$ cat src/rtl/fifo_arb_pkg.sv
// Shared types and width helpers for the FIFO write arbiter.
// FSM state encoding, statistics counter width and index-width function.
package fifo_arb_pkg;

    typedef enum logic {
        IDLE  = 1'b0,
        BURST = 1'b1
    } arb_state_e;

    localparam int STAT_W = 16;

    // Width needed to hold values 0..n-1, never narrower than one bit.
    function automatic int idx_width(input int n);
        return (n <= 2) ? 1 : $clog2(n);
    endfunction

endpackage

$ cat src/rtl/rr_pick.sv
// Combinational round-robin picker: first set request at or above start, then wrapping below it.
// Zero latency; no backpressure, pure function of its inputs.
module rr_pick #(
    parameter int N  = 4,
    parameter int PW = 2
) (
    input  logic [N-1:0]  req_i,
    input  logic [PW-1:0] start_i,
    output logic          found_o,
    output logic [N-1:0]  pick_o
);

    // Two passes over constant indices keep the search free of variable bit selects.
    always_comb begin
        found_o = 1'b0;
        pick_o  = '0;
        for (int i = 0; i < N; i++) begin
            if (!found_o && req_i[i] && (i >= int'(start_i))) begin
                found_o   = 1'b1;
                pick_o[i] = 1'b1;
            end
        end
        for (int i = 0; i < N; i++) begin
            if (!found_o && req_i[i] && (i < int'(start_i))) begin
                found_o   = 1'b1;
                pick_o[i] = 1'b1;
            end
        end
    end

endmodule

$ cat src/rtl/fifo_write_arbiter.sv
// Round-robin arbiter sharing one FIFO write port among N_REQ valid/ready producers, bounded bursts.
// One cycle arbitration latency from IDLE, back-to-back re-grant; fifo_full stalls the owner. Option: FIFO_ARB_STATS_EN.
module fifo_write_arbiter
    import fifo_arb_pkg::*;
#(
    parameter int N_REQ      = 4,
    parameter int DATA_WIDTH = 8,
    parameter int MAX_BURST  = 4
) (
    input  logic                        clk,
    input  logic                        rst,
    input  logic [N_REQ-1:0]            req_valid,
    input  logic [N_REQ*DATA_WIDTH-1:0] req_data,
    output logic [N_REQ-1:0]            req_ready,
    input  logic                        fifo_full,
    output logic                        fifo_w_en,
    output logic [DATA_WIDTH-1:0]       fifo_w_data,
    output logic [N_REQ-1:0]            grant,
    output logic                        busy
`ifdef FIFO_ARB_STATS_EN
    ,
    output logic [N_REQ*STAT_W-1:0]     stat_count
`endif
);

    localparam int PW = idx_width(N_REQ);
    localparam int CW = idx_width(MAX_BURST + 1);

    arb_state_e       state_q, state_d;
    logic [N_REQ-1:0] grant_q, grant_d;
    logic [PW-1:0]    rr_ptr_q, rr_ptr_d;
    logic [CW-1:0]    burst_cnt_q, burst_cnt_d;

    logic [PW-1:0]         g_idx;
    logic [PW-1:0]         next_ptr;
    logic [PW-1:0]         pick_start;
    logic                  pick_found;
    logic [N_REQ-1:0]      pick_onehot;
    logic                  owner_valid;
    logic                  accept;
    logic                  burst_end;
    logic [DATA_WIDTH-1:0] w_data_c;

    always_comb begin
        g_idx    = '0;
        w_data_c = '0;
        for (int i = 0; i < N_REQ; i++) begin
            if (grant_q[i]) begin
                g_idx = PW'(i);
            end
            w_data_c = w_data_c | (req_data[i*DATA_WIDTH +: DATA_WIDTH] & {DATA_WIDTH{grant_q[i]}});
        end
    end

    assign next_ptr    = (g_idx == PW'(N_REQ - 1)) ? '0 : g_idx + 1'b1;
    assign owner_valid = |(grant_q & req_valid);
    assign accept      = (state_q == BURST) && owner_valid && !fifo_full;
    assign burst_end   = (accept && (burst_cnt_q == CW'(MAX_BURST - 1))) || !owner_valid;

    // IDLE searches from the stored pointer; BURST pre-computes the post-rotation search.
    assign pick_start = (state_q == BURST) ? next_ptr : rr_ptr_q;

    rr_pick #(
        .N  (N_REQ),
        .PW (PW)
    ) u_pick (
        .req_i   (req_valid),
        .start_i (pick_start),
        .found_o (pick_found),
        .pick_o  (pick_onehot)
    );

    always_comb begin
        state_d     = state_q;
        grant_d     = grant_q;
        rr_ptr_d    = rr_ptr_q;
        burst_cnt_d = burst_cnt_q;
        case (state_q)
            IDLE: begin
                if (pick_found) begin
                    grant_d     = pick_onehot;
                    burst_cnt_d = '0;
                    state_d     = BURST;
                end
            end
            BURST: begin
                if (accept) begin
                    burst_cnt_d = burst_cnt_q + 1'b1;
                end
                if (burst_end) begin
                    rr_ptr_d    = next_ptr;
                    burst_cnt_d = '0;
                    if (pick_found) begin
                        grant_d = pick_onehot;
                    end else begin
                        grant_d = '0;
                        state_d = IDLE;
                    end
                end
            end
            default: begin
                state_d = IDLE;
                grant_d = '0;
            end
        endcase
    end

    always_ff @(posedge clk or posedge rst) begin
        if (rst) begin
            state_q     <= IDLE;
            grant_q     <= '0;
            rr_ptr_q    <= '0;
            burst_cnt_q <= '0;
        end else begin
            state_q     <= state_d;
            grant_q     <= grant_d;
            rr_ptr_q    <= rr_ptr_d;
            burst_cnt_q <= burst_cnt_d;
        end
    end

    assign req_ready   = grant_q & {N_REQ{!fifo_full}};
    assign fifo_w_en   = accept;
    assign fifo_w_data = w_data_c;
    assign grant       = grant_q;
    assign busy        = (state_q == BURST);

`ifdef FIFO_ARB_STATS_EN
    for (genvar gi = 0; gi < N_REQ; gi++) begin : g_stat
        logic [STAT_W-1:0] stat_q;

        always_ff @(posedge clk or posedge rst) begin
            if (rst) begin
                stat_q <= '0;
            end else if (accept && grant_q[gi] && (stat_q != {STAT_W{1'b1}})) begin
                stat_q <= stat_q + 1'b1;
            end
        end

        assign stat_count[gi*STAT_W +: STAT_W] = stat_q;
    end
`endif

endmodule

$ cat config.mk
export PLATFORM = sky130hd
export DESIGN_NAME = fifo_write_arbiter
export DESIGN_NICKNAME = d
export VERILOG_FILES = /design/src/rtl/fifo_arb_pkg.sv /design/src/rtl/rr_pick.sv /design/src/rtl/fifo_write_arbiter.sv
export SDC_FILE = /design/constraint.sdc
export NUM_CORES = 1
export LEC_CHECK = 0
export CORE_AREA = 2 2 53 55
export CTS_CLUSTER_SIZE = 12
export DETAILED_ROUTE_END_ITERATION = 8
export DIE_AREA = 0 0 55 57
export HOLD_SLACK_MARGIN = 0.1
export PLACE_DENSITY_LB_ADDON = 0.08
export SLEW_MARGIN = 20
export SYNTH_ARGS = -nofsm -noshare
export SYNTH_HDL_FRONTEND = slang
export SYNTH_SLANG_ARGS = --single-unit
$ cat constraint.sdc
create_clock -name clk -period 2.2 [get_ports clk]
set_clock_uncertainty 0.15 [all_clocks]
set_input_delay 0.33 -clock clk [delete_from_list [all_inputs] [get_ports clk]]
set_output_delay 0.33 -clock clk [all_outputs]
set_load 0.02 [all_outputs]
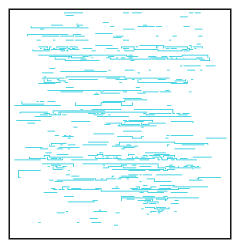
Fig. 1. Met1 routing (run 1).
Scale: 4 px per um.
- longest straight run: 22.1 um
- nets with wire on the layer: 194
- main direction: horizontal
global routing usage on met1: 25.9%
Routed WL: 2850 um
via count: 1046

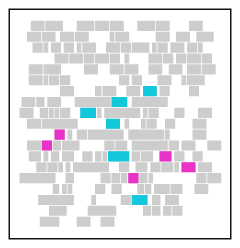
Fig. 2. Logic cells by family (run 1).
Scale: 4 px per um.
- AND-OR and OR-AND gates: magenta (cells 5; most used a21o_1)
- multiplexers: cyan (cells 6; most used mux2_2; where center)
non-filler instance count after layout: 201
most frequent logic cell in the layout: sky130_fd_sc_hd__clkdlybuf4s50_1

==> flow_metrics.env, run 1 <==
# flow metrics
export IMPL_worstSetupStartpoint="grant[2]$_DFFE_PP0P_"
export IMPL_clock_tree_htree_level_count=1
export IMPL_netlist_cell_type_count=37
export IMPL_area_of_the_multi_input_gates_um2=544
export IMPL_clock_net_power_uw=164
export IMPL_finalCritPeriodShare_pct=97.4
export IMPL_design_area_um2=1590
export IMPL_drt_first_iter_violations=35
export IMPL_port_buffers=56
export IMPL_synth_top_cells_by_area="sky130_fd_sc_hd__dfrtp_1 (30%), sky130_fd_sc_hd__a22oi_1 (15%), sky130_fd_sc_hd__nand2_1 (4.0%), sky130_fd_sc_hd__nor2_1 (4.0%), sky130_fd_sc_hd__mux2_2 (4.0%)"
export IMPL_comb_power_share_pct=71.5
export IMPL_layout_comb_gates_multi_input=77
export IMPL_dpl_hpwl_um=2340
export IMPL_hp_class="input port to async pin"
export IMPL_layout_area_overhead_vs_synth_pct=88.0
export IMPL_stage_log_warnings=26
export IMPL_yosys_area_share_adder_pct=2.95
export IMPL_placementRows=19
export IMPL_cts_made_buffers=3
export IMPL_timing_critical_path_arrival_ps=1660
export IMPL_grt_most_used_layer="met2"
export IMPL_dpl_cell_count=197
export IMPL_powerComb_mw=1.21
export IMPL_flip_flop_and_latch_count=10
export IMPL_mappedNetlistNets=141
export IMPL_synth_stat_cells=100
export IMPL_via_per_inst=5.20
export IMPL_cts_hold_repair_buffers=0
export IMPL_critical_path_required_ps=1720
export IMPL_synth_xor_area_share_pct=0
export IMPL_ff2ff_path_depth=5
export IMPL_grt_overflow_total=0
export IMPL_grt_max_degree=12
export IMPL_wire_length_of_the_first_global_routing_pass_um=4490
export IMPL_die_area_um2=3140
export IMPL_max_freq_mhz=467
export IMPL_die_height_um=57
export IMPL_combAreaFraction_pct=34.2
export IMPL_tapcell_inserted=31
export IMPL_smallest_setup_slack_after_layout_ps=56.5
export IMPL_yosysWarningCount=0
export IMPL_antenna_cells_inserted=0
export IMPL_fill_cells=239
export IMPL_drtPass1Iterations=4
export IMPL_globalplace_congestion=0.806
export IMPL_highest_layer="met3"
export IMPL_power_static_leakage_nw=0.767
export IMPL_critical_path_endpoint_type="primary output"
export IMPL_tritoncts_clock_tree="built"
export IMPL_peakVddDrop_uv=645
export IMPL_commonest_non_fill_non_tap_cells_in_the_layout="sky130_fd_sc_hd__clkdlybuf4s50_1 (48), sky130_fd_sc_hd__a22oi_1 (17), sky130_fd_sc_hd__buf_4 (16)"
export IMPL_power_clock_fraction_pct=9.7
export IMPL_power_sequential_uw=317
export IMPL_detail_route_drc_violations=0
export IMPL_wl_met3_um=120
export IMPL_synth_area_in_simple_gates_pct=21.4
export IMPL_aoi_share_pct=31.8
export IMPL_io_pins=57
export IMPL_setup_worst_path_class="flop to primary output"
export IMPL_largest_area_cell="sky130_fd_sc_hd__dfrtp_1"
export IMPL_area_used_by_sequential_logic_in_the_layout_um2=250
export IMPL_globalRouteTotalUtil_pct=19.0
export IMPL_final_clkbuf_count=4
export IMPL_top_power_group="combinational cells"
export IMPL_cp_start_kind="flop"
export IMPL_clk_share_pct=2.28
export IMPL_clock_tree_buffer_depth=2
export IMPL_nonClockBufferCount=72
export IMPL_worstReg2RegStart="grant[2]$_DFFE_PP0P_"
export IMPL_placement_cell_area_um2=1540
export IMPL_netSwitchingFraction_pct=42.7
export IMPL_fp_dieW_um=55
export IMPL_fp_utilization_pct=32.4
export IMPL_route_layer_met1_wl_um=1230
export IMPL_worst_reg2reg_setup_slack_ps=170
export IMPL_synth_edff_count=0
export IMPL_power_total_mw=1.69
export IMPL_finalSetupViolCount=0
export IMPL_max_cap_violations=0
export IMPL_antenna_found_initial=0
export IMPL_critPathMaxFanout=8
export IMPL_seq_cell_share_pct=15.7
export IMPL_switchingPower_uw=722
export IMPL_status="finished clean"
export IMPL_layout_buffer_nonclock_area_share_pct=43.8
export IMPL_crit_path_end="fifo_w_data[6]"
export IMPL_cts_sinks=10
export IMPL_postSynthCellCount=100
export IMPL_cell_internal_pwr_uw=969
export IMPL_groute_layer_met3_usage_pct=3.14
export IMPL_met2_wirelength_um=1500
export IMPL_logic_family="AND-OR/OR-AND gates"
export IMPL_first_global_vias=1029
export IMPL_layout_cell_share_with_drive_strength_beyond_1_pct=17.6
export IMPL_ys_seq_share_pct=29.5
export IMPL_multiplexer_share_pct=8.12
export IMPL_seq_power_share_pct=18.8
export IMPL_ys_async_sr_fraction_pct=100
export IMPL_totalNegativeSetupSlack_ps=0
export IMPL_clk_pin_slew_ps=70
export IMPL_tightest_slew_ps=554
export IMPL_ys_dominant_reg_cell="sky130_fd_sc_hd__dfrtp_1"
export IMPL_report_final_slew_viol_count=0
export IMPL_antenna_left=0
export IMPL_netlist_top_cell_by_instances="sky130_fd_sc_hd__a22oi_1"
export IMPL_pwr_density_cell_nw_per_um2=1060
export IMPL_slew_headroom_pct=62.5
export IMPL_finish_net_count=212
export IMPL_netlist_top_cells_count="sky130_fd_sc_hd__a22oi_1 (17), sky130_fd_sc_hd__dfrtp_1 (10), sky130_fd_sc_hd__nand2_1 (9), sky130_fd_sc_hd__nor2_1 (9), sky130_fd_sc_hd__inv_1 (7)"
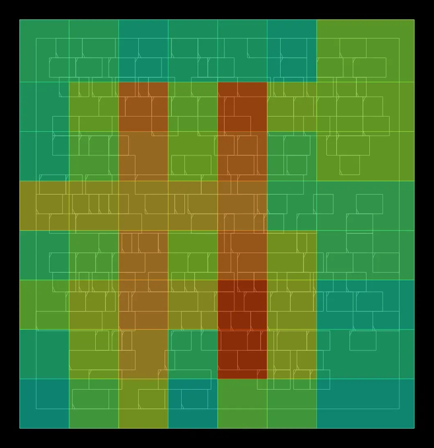
Fig. 3. Routing congestion (run 1).
Final Core Density: 60.9%
fraction of met2 tracks used by global routing: 32.3%
average detailed-routed wire length per instance: 14.2 um

==> run 1: stage by stage <==
stage               hold slack, ps  utilization [%]
floorplan                     20.2                -
global route                   269             60.9
CTS                            206             60.2
global placement               319             58.9
detailed placement             317             58.9
finish                         199             60.9
==> run 1: what timing repair did <==
action,4_1_cts,5_1_grt
endpoints found under the setup margin,1,7
resized,1,7
pin swaps,0,0
buffers inserted,0,0
==> run 1: critical path, cell delays in order, from the launching register on <==
cell and delay, ps:
sky130_fd_sc_hd__dfrtp_1 430, sky130_fd_sc_hd__buf_4 190, sky130_fd_sc_hd__a22oi_1 170, sky130_fd_sc_hd__nand2_1 70, sky130_fd_sc_hd__clkdlybuf4s50_1 530
==> run 1: registers in the layout, indices dropped and copies added, names as in the netlist <==
signal / flops
busy: 1
rr_ptr_q: 2
grant: 4
burst_cnt_q: 3
==> run 2: changes to the inputs <==
CTS_CLUSTER_DIAMETER = 200   (was not set)
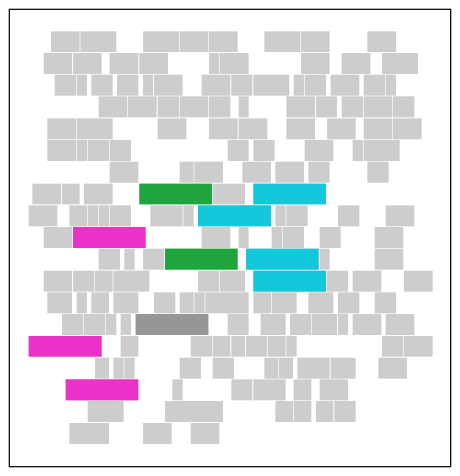
Fig. 4. Where the registers sit (run 2).
Scale: 8 px per um.
- grant: cyan (sequential cells 4)
- rr_ptr_q: green (sequential cells 2)
- burst_cnt_q: magenta (sequential cells 3)
sequential portion of the cell area: 15.7%
area used by sequential logic in the layout: 250 um^2
power attributed to sequential cells: 317 uW

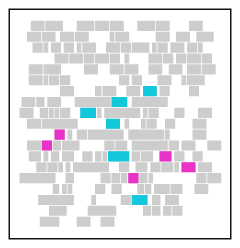
Fig. 5. Logic cells by family (run 2).
Scale: 4 px per um.
- AND-OR and OR-AND gates: magenta (cells 5; most used a21o_1)
- multiplexers: cyan (cells 6; most used mux2_2; where center)
logic share of the area: 34.2%

==> run 2 against run 1 <==
Sequential share of layout area unchanged. Via count stayed put. Wire length unchanged. Non-clock buffer count unchanged. Largest power group unchanged. Worst hold slack unchanged. Synthesized cell count stayed put. Clock power about the same.
==> flow_metrics.env, run 2 <==
# flow metrics
export IMPL_clock_tree_htree_level_count=1
export IMPL_status="finished clean"
export IMPL_port_buffers=56
export IMPL_finish_net_count=212
export IMPL_antenna_found_initial=0
export IMPL_comb_power_share_pct=71.5
export IMPL_design_area_um2=1590
export IMPL_vias=1046
export IMPL_layout_area_overhead_vs_synth_pct=88.0
export IMPL_area_of_the_multi_input_gates_um2=544
export IMPL_hp_class="input port to async pin"
export IMPL_utilization_pct=60.9
export IMPL_finalSetupViolCount=0
export IMPL_route_final_wire_length_um=2850
export IMPL_netlist_cell_type_count=37
export IMPL_postSynthCellCount=100
export IMPL_mappedNetlistNets=141
export IMPL_drt_first_iter_violations=35
export IMPL_die_height_um=57
export IMPL_dpl_hpwl_um=2340
export IMPL_top_power_group="combinational cells"
export IMPL_slew_headroom_pct=62.5
export IMPL_highest_layer="met3"
export IMPL_detail_route_drc_violations=0
export IMPL_cell_internal_pwr_uw=969
export IMPL_largest_area_cell="sky130_fd_sc_hd__dfrtp_1"
export IMPL_largest_register_ffs=4
export IMPL_report_final_slew_viol_count=0
export IMPL_stage_log_warnings=26
export IMPL_synth_edff_count=0
export IMPL_io_pins=57
export IMPL_critical_path_required_ps=1720
export IMPL_seq_power_share_pct=18.8
export IMPL_wire_per_inst_um=14.2
export IMPL_antenna_left=0
export IMPL_groute_layer_met3_usage_pct=3.14
export IMPL_grt_most_used_layer="met2"
export IMPL_first_global_vias=1029
export IMPL_ys_seq_share_pct=29.5
export IMPL_netlist_top_cells_count="sky130_fd_sc_hd__a22oi_1 (17), sky130_fd_sc_hd__dfrtp_1 (10), sky130_fd_sc_hd__nand2_1 (9), sky130_fd_sc_hd__nor2_1 (9), sky130_fd_sc_hd__inv_1 (7)"
export IMPL_cp_start_kind="flop"
export IMPL_critical_path_endpoint_type="primary output"
export IMPL_via_per_inst=5.20
export IMPL_cts_hold_repair_buffers=0
export IMPL_synth_stat_cells=100
export IMPL_globalRouteTotalUtil_pct=19.0
export IMPL_cts_resized=1
export IMPL_cts_sinks=10
export IMPL_layout_cell_share_with_drive_strength_beyond_1_pct=17.6
export IMPL_crit_cells=4
export IMPL_cp_slowest_stage_delay_ps=530
export IMPL_critPathMaxFanout=8
export IMPL_synth_area_in_simple_gates_pct=21.4
export IMPL_clk_pin_slew_ps=70
export IMPL_fp_dieW_um=55
export IMPL_globalplace_congestion=0.806
export IMPL_worstPathCellList="buf_4, a22oi_1, nand2_1, clkdlybuf4s50_1"
export IMPL_antenna_cells_inserted=0
export IMPL_dpl_cell_count=197
export IMPL_die_area_um2=3140
export IMPL_ys_dominant_reg_cell="sky130_fd_sc_hd__dfrtp_1"
export IMPL_whs_ps=199
export IMPL_timing_critical_path_max_delay_family="buffers and inverters"
export IMPL_netlist_top_cell_by_instances="sky130_fd_sc_hd__a22oi_1"
==> run 2: cell counts after synthesis <==
No cell type changed its count.
==> run 2: how the worst max path moves through the flow <==
stage | startpoint | endpoint | slack [ps]
floorplan | grant[1]$_DFFE_PP0P_ | grant[1]$_DFFE_PP0P_ | 340
global placement | req_valid[0] | fifo_w_en | -120
detailed placement | req_valid[0] | fifo_w_en | -110
CTS | grant[2]$_DFFE_PP0P_ | fifo_w_data[2] | 40
global route | grant[3]$_DFFE_PP0P_ | fifo_w_data[6] | 3
finish | grant[2]$_DFFE_PP0P_ | fifo_w_data[6] | 60
==> run 2: cell type report <==
class,instances,share of cell area [%]
timing repair buffer,72,43.8
multi-input combinational,77,34.2
sequential,10,15.7
tap,31,2.44
clock buffer,4,2.28
inverter,7,1.65
Fig. 6: run 2, routing congestion
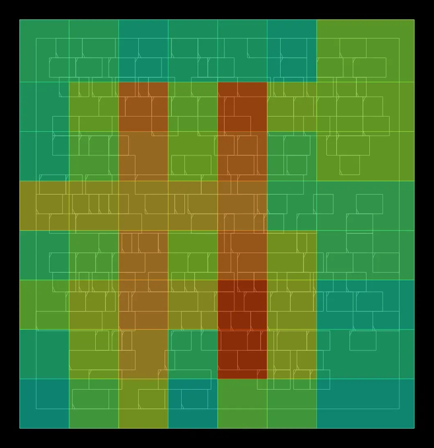

==> run 3: changes to the inputs <==
ABC_AREA = 1   (was not set)
CORE_AREA = 2 2 54 56   (was 2 2 53 55)
DIE_AREA = 0 0 56 58   (was 0 0 55 57)
GPL_ROUTABILITY_DRIVEN = 0   (was not set)
RECOVER_POWER = 50   (was not set)
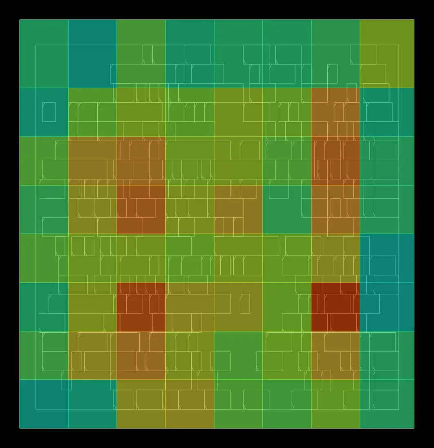
Fig. 7. Routing congestion (run 3).
total track usage: 20.0%
Final Core Density: 61.9%
average detailed-routed wire length per instance: 12.4 um

==> run 3 against run 2 <==
Sequential power decreased by 8.8%. Cell count increased by 20%. Non-clock buffer count decreased by 1. Largest power group unchanged. Via count increased by 14%. Total power increased by 6.9%.
==> flow_metrics.env, run 3 <==
# flow metrics
export IMPL_status="finished clean"
export IMPL_area_of_the_multi_input_gates_um2=608
export IMPL_logic_family="simple AND/OR/NAND/NOR gates"
export IMPL_commonest_non_fill_non_tap_cells_in_the_layout="sky130_fd_sc_hd__nand2_1 (58), sky130_fd_sc_hd__clkdlybuf4s50_1 (51), sky130_fd_sc_hd__nand4_1 (14), sky130_fd_sc_hd__buf_4 (14), sky130_fd_sc_hd__inv_1 (11)"
export IMPL_die_area_um2=3250
export IMPL_netlist_top_cell_by_instances="sky130_fd_sc_hd__nand2_1"
export IMPL_antenna_cells_inserted=0
export IMPL_final_clkbuf_count=4
export IMPL_synth_area_in_simple_gates_pct=55.1
export IMPL_ys_dominant_reg_cell="sky130_fd_sc_hd__dfrtp_1"
export IMPL_smallest_setup_slack_after_layout_ps=77.5
export IMPL_clock_tree_htree_level_count=1
export IMPL_grt_overflow_total=0
export IMPL_multiplexer_share_pct=0
export IMPL_clk_pin_slew_ps=70
export IMPL_worstReg2RegStart="grant[1]$_DFFE_PP0P_"
export IMPL_fp_utilization_pct=37.0
export IMPL_seq_cell_share_pct=15.2
export IMPL_ff2ff_path_depth=13
export IMPL_dpl_hpwl_um=2490
export IMPL_antenna_found_initial=0
export IMPL_peakVddDrop_uv=795
export IMPL_layout_comb_gates_multi_input=111
export IMPL_mappedNetlistNets=182
export IMPL_layout_cells_largest_class="non-clock buffers"
export IMPL_hp_class="flop to flop"
export IMPL_grt_max_degree=11
export IMPL_critical_path_required_ps=1720
export IMPL_route_final_wire_length_um=3010
export IMPL_antenna_left=0
export IMPL_detail_route_drc_violations=0
export IMPL_timing_critical_path_arrival_ps=1640
export IMPL_ys_async_sr_fraction_pct=100
export IMPL_via_per_inst=4.93
export IMPL_clk_share_pct=2.20
export IMPL_cts_hold_repair_buffers=0
export IMPL_clock_tree_buffer_depth=2
export IMPL_cts_made_buffers=3
export IMPL_flip_flop_and_latch_count=10
export IMPL_cts_sinks=10
export IMPL_tightest_slew_ps=397
export IMPL_timing_critical_path_max_delay_family="buffers and inverters"
export IMPL_drt_first_iter_violations=66
export IMPL_yosysWarningCount=0
export IMPL_finalCritPeriodShare_pct=96.5
export IMPL_io_pins=57
export IMPL_max_cap_violations=0
export IMPL_first_global_vias=1128
export IMPL_layout_area_overhead_vs_synth_pct=67.5
export IMPL_combAreaFraction_pct=36.9
export IMPL_crit_cells=3
export IMPL_design_area_um2=1650
export IMPL_critical_path_top_cell_by_count="sky130_fd_sc_hd__clkdlybuf4s50_1"
export IMPL_largest_register_ffs=4
export IMPL_worstPathCellList="clkdlybuf4s50_1, nor2_1, clkdlybuf4s50_1"
export IMPL_worstSetupStartpoint="fifo_full"
export IMPL_worst_path_max_delay_cell="sky130_fd_sc_hd__clkdlybuf4s50_1"
export IMPL_cts_resized=2
export IMPL_die_height_um=58
export IMPL_layout_buffer_nonclock_area_share_pct=39.4
export IMPL_aoi_share_pct=4.57
export IMPL_tapcell_inserted=31
export IMPL_yosys_area_share_adder_pct=2.54
export IMPL_finalSetupViolCount=0
export IMPL_synth_xor_area_share_pct=0
export IMPL_largest_area_cell="sky130_fd_sc_hd__dfrtp_1"
export IMPL_drtPass1Iterations=4
export IMPL_synth_edff_count=0
export IMPL_netlist_top_cells_count="sky130_fd_sc_hd__nand2_1 (56), sky130_fd_sc_hd__nand4_1 (14), sky130_fd_sc_hd__inv_1 (11)"
export IMPL_netlist_cell_type_count=26
export IMPL_whs_ps=319
export IMPL_ys_seq_share_pct=25.4
export IMPL_nonClockBufferCount=71
export IMPL_fp_dieW_um=56
export IMPL_crit_path_end="req_ready[1]"
export IMPL_wire_length_of_the_first_global_routing_pass_um=5240
export IMPL_cp_start_kind="input port"
export IMPL_tritoncts_clock_tree="built"
export IMPL_timing_critical_path_buf_inv=2
export IMPL_cts_post_setup_buffers_inserted=0
export IMPL_inverters=15
export IMPL_finish_cell_count_without_fillers=242
export IMPL_postSynthCellCount=141
export IMPL_setup_worst_path_class="input port to primary output"
export IMPL_area_used_by_sequential_logic_in_the_layout_um2=250
export IMPL_critical_path_endpoint_type="primary output"
export IMPL_pwr_density_cell_nw_per_um2=1100
export IMPL_synth_top_cells_by_area="sky130_fd_sc_hd__dfrtp_1 (25%), sky130_fd_sc_hd__nand2_1 (21%), sky130_fd_sc_hd__nand4_1 (8.9%), sky130_fd_sc_hd__nand2_2 (5.1%), sky130_fd_sc_hd__nand4_4 (4.3%)"
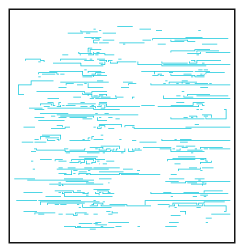
Fig. 8. Met1 routing (run 3).
Scale: 4 px per um.
global routing usage on met1: 27.3%
via count: 1194

## run 3: netlist changes by cell type after synthesis, sizes merged, moves of 3 or more
cell,delta
mux2,-4
nand2,+58
nand4,+15
buf,+3
a22oi,-17
inv,+8
clkbuf,-4
a31oi,-3
nand3,+9
## run 3: routing by layer
layer	vias up	track usage [%]	routed length [um]	part of all wire, %
li1	603	-	-	-
met1	530	27.3	1350	45
met2	59	33.4	1380	46
met3	2	3.79	256	8.5
met4	0	4.08	10	0.33
met5	-	0	0	0
## run 3: report_power, final
part / switching (mW) / internal, mW / total, mW
Sequential: 0.0453 / 0.243 / 0.289
Combinational: 0.780 / 0.572 / 1.35
Clock: 0.0675 / 0.100 / 0.168

==> screenshots <==
A small window of the routed layout.
picture 1
Region (29, 30) to (54, 55) um. Cells in gray, sequential cells in the stronger gray; small squares are vias.
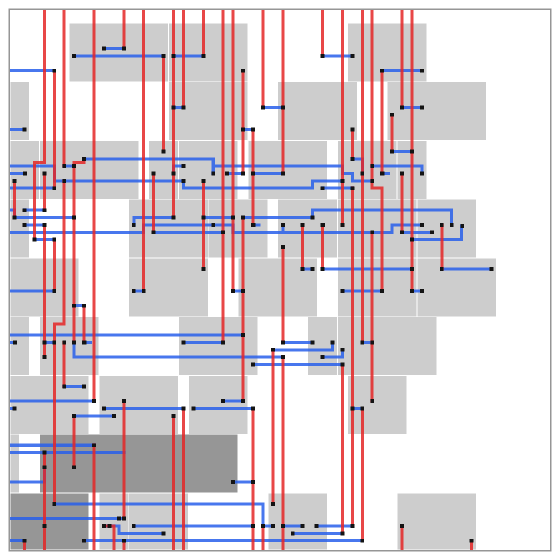
picture 2
Region (30, 31) to (55, 56) um. Cells in gray, sequential cells in the stronger gray; small squares are vias.
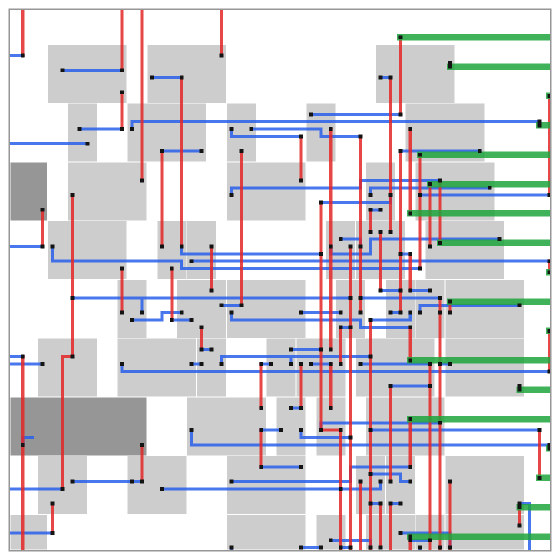
| picture | from |
|---|---|
| picture 2 | run 3 |
| picture 1 | run 2 |

Key to picture 2:
- met3: green
- met2: red
- met1: blue
- netlist names of flops here include: grant (1)
- most frequent: clkdlybuf4s50_1 (20), nand2_1 (16), nand4_1 (4)
- cells with their middle in the window: 48
- sequential cells in the window: 1

Power figures rest on the tool's default switching activity, not on a simulated workload.
